Figure 1. Congestion heat map.
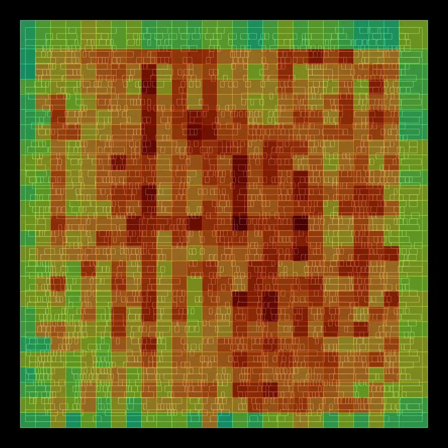
Figure 2. Local utilization.
The bar under the picture is 50 µm long. The die is cut into 19 by 19 equal tiles; black is low, pale yellow is high, 0 to 100% covered.
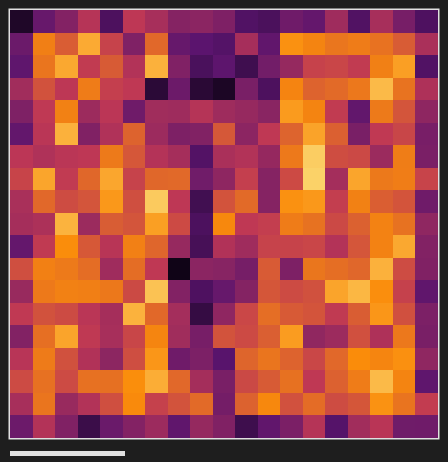
==> config.mk <==
export PLATFORM = sky130hd
export DESIGN_NAME = pim_result_drain
export DESIGN_NICKNAME = d
export VERILOG_FILES = /design/src/rtl/pim_pkg.sv /design/src/rtl/pim_result_fifo.sv /design/src/rtl/pim_result_drain.sv
export SDC_FILE = /design/constraint.sdc
export NUM_CORES = 1
export LEC_CHECK = 0
export ABC_AREA = 1
export CORE_MARGIN = 2
export CORE_UTILIZATION = 48
export DETAILED_ROUTE_END_ITERATION = 16
export GPL_TIMING_DRIVEN = 0
export MAX_ROUTING_LAYER = met4
export PLACE_DENSITY = 0.63
export SYNTH_ARGS = -nofsm -noshare
export SYNTH_HDL_FRONTEND = slang
export SYNTH_SLANG_ARGS = --single-unit
==> constraint.sdc <==
create_clock -name clk_i -period 5.7 [get_ports clk_i]
set_input_delay 1.14 -clock clk_i [delete_from_list [all_inputs] [get_ports clk_i]]
set_output_delay 1.14 -clock clk_i [all_outputs]
set_load 0.02 [all_outputs]
==> results.txt <==
Purpose: to document the outcome of synthesis and place and route.

Run status
The run finished with clean final reports.

Detailed routing
Dividing the detail-routed wire length by the instance count gives 26.5 µm. After the first detailed-routing iteration, the DRC count stood at 2411. For this run, the detailed router's first-pass iteration total came to 8.

STA
The normalized max-slew margin is 42.6%. The worst setup slack after layout is ~1.1 ns. Counting endpoints that fail hold in the final report gives 0.

The minimum period implied by the final worst setup slack is 4.56 ns. The final timing report counts setup violations totalling 0. The maximum clock frequency is between 0.2 and 0.25 GHz.

Placed design
RePlAce ended its routability-driven mode at a weighted congestion of ~1.

Floorplanning
According to the floorplan report, the total die area is between 30000 and 40000 µm². The count of standard-cell rows is 66. The I/O pin count is 82.

Clock tree
The number of hold buffers added after CTS was 0. The total clock sinks is 282. In this run, post-CTS repair resized a total of 0 instances.

Flow run
The number of warnings reported in the stage logs is 31. The number of maximum-capacitance violations is 0.

Synthesis
The synth_stat.txt file lists the number of cells as between 1500 and 2000. The cell type with the largest total area after synthesis is sky130_fd_sc_hd__dfrtp_1. The count of yosys warnings during synthesis is 0.

Post-synthesis, Yosys gives the total cell area as 15800 µm². Yosys reports that the leading cell type by area covers 44.6% of the netlist area. The post-synthesis instance area is 15800 µm². Synthesis instantiated 36 different standard cells from the library.

Final layout
The proportion of layout cells with a drive suffix above 1 is 8.08%. In the final design database the tool counted ~2100 nets.

GRT
The via count of the first global-routing pass is 15400. The first global-routing pass estimated 99800 µm of wire. Entering global routing, the biggest net connects 107 pins.

The number of antenna violations at the first check in global routing is 0.

Hold path
Hold analysis shows the worst path with a depth of 2. The class of the worst hold path is flop to flop.

Worst setup path
The cell type of the slowest stage on the worst timing path is sky130_fd_sc_hd__clkbuf_1. The data arrival time of the worst path is approximately 3.4 ns. The worst-case reg-to-reg setup slack stands at 3.35 ns.

Power
Total power normalized to cell area comes to 396 nW/µm². In this run the static leakage power is approximately 0.008 µW.
Back to the opening pictures, Figure 1:
routing layer with the top usage in global route: met2
All-Layer GR Usage: 41.1%
met1 demand-to-capacity share in global routing: 57.9%
utilization of the core after routing: 56.6%
GR Util met3: 8.22%

Back to the opening pictures, Figure 2:
The fullest tile reaches 90%. 11% of the tiles are over 75% full. The mean over all tiles is 52%. The emptiest ninth of the die: top middle.
core outline area: 32500 µm²
fp_density: 48.7%

power breakdown:
part           internal [µW]  switching, µW  total (µW)  leakage [µW]
Sequential              2310            265        2580       0.00287
Combinational            877           1570        2450       0.00436
Clock                   1360            898        2250      0.000566
Total                   4550           2740        7280       0.00780
cell families (layout without fill, tap and decap cells):
kind of cell	count (synthesis)	after routing	share of synthesized area, %
AND/OR/NAND/NOR	717	717	20.7
AND-OR/OR-AND	576	576	23.4
buffers and inverters	384	526	10.2
flip-flops	282	282	44.6
adder cells (fa/ha/maj)	10	10	0.791
XOR/XNOR	5	5	0.277
through the flow:
| step | TNS (ns) | std cells |
|---|---|---|
| floorplan | 0 | 1974 |
| global placement | -2621.68 | 2496 |
| detailed placement | 0 | 2498 |
| CTS | 0 | 2558 |
| global route | 0 | 2558 |
| finish | 0 | 2558 |
per-layer routing:
metal	vias to the layer above	track usage (%)	wire length, µm
li1	7226	-	-
met1	7910	57.9	28900
met2	1030	58.8	28800
met3	164	8.22	7620
met4	0	14.3	2560
met5	-	-	0
area by class of cell:
cell class	instances	area [µm²]	share of cell area, %
multi-input cells	1308	7150	38.9
flip-flops and latches	282	7060	38.4
clock buffers	54	1090	5.93
repair buffers	82	861	4.69
plain buffers	182	846	4.60
inverters	202	761	4.14
well taps	442	553	3.01
clock inverters	6	57.6	0.313
layout by cell type, fill, tap and decap left out, types with 11 or more instances in the layout:
cell type                         count
sky130_fd_sc_hd__a31oi_1             32
sky130_fd_sc_hd__o21ai_0            166
sky130_fd_sc_hd__o311ai_0            28
sky130_fd_sc_hd__nor2_1              67
sky130_fd_sc_hd__clkdlybuf4s50_1     79
sky130_fd_sc_hd__clkbuf_1            85
sky130_fd_sc_hd__o311ai_1            91
sky130_fd_sc_hd__nand2_1            262
sky130_fd_sc_hd__inv_1              189
sky130_fd_sc_hd__buf_2               71
sky130_fd_sc_hd__nand3_1            366
sky130_fd_sc_hd__o211ai_1           109
sky130_fd_sc_hd__clkbuf_16           37
sky130_fd_sc_hd__buf_1               16
sky130_fd_sc_hd__buf_4               11
sky130_fd_sc_hd__a21oi_1            139
sky130_fd_sc_hd__dfrtp_1            282
critical path, delay by kind of cell (launching register included):
kind	cells	cell delay (ns)
DFF	1	0.35
buffers and inverters	5	2.24
AOI/OAI and AO/OA	1	0.31
Power figures rest on the tool's default switching activity, not on a simulated workload.
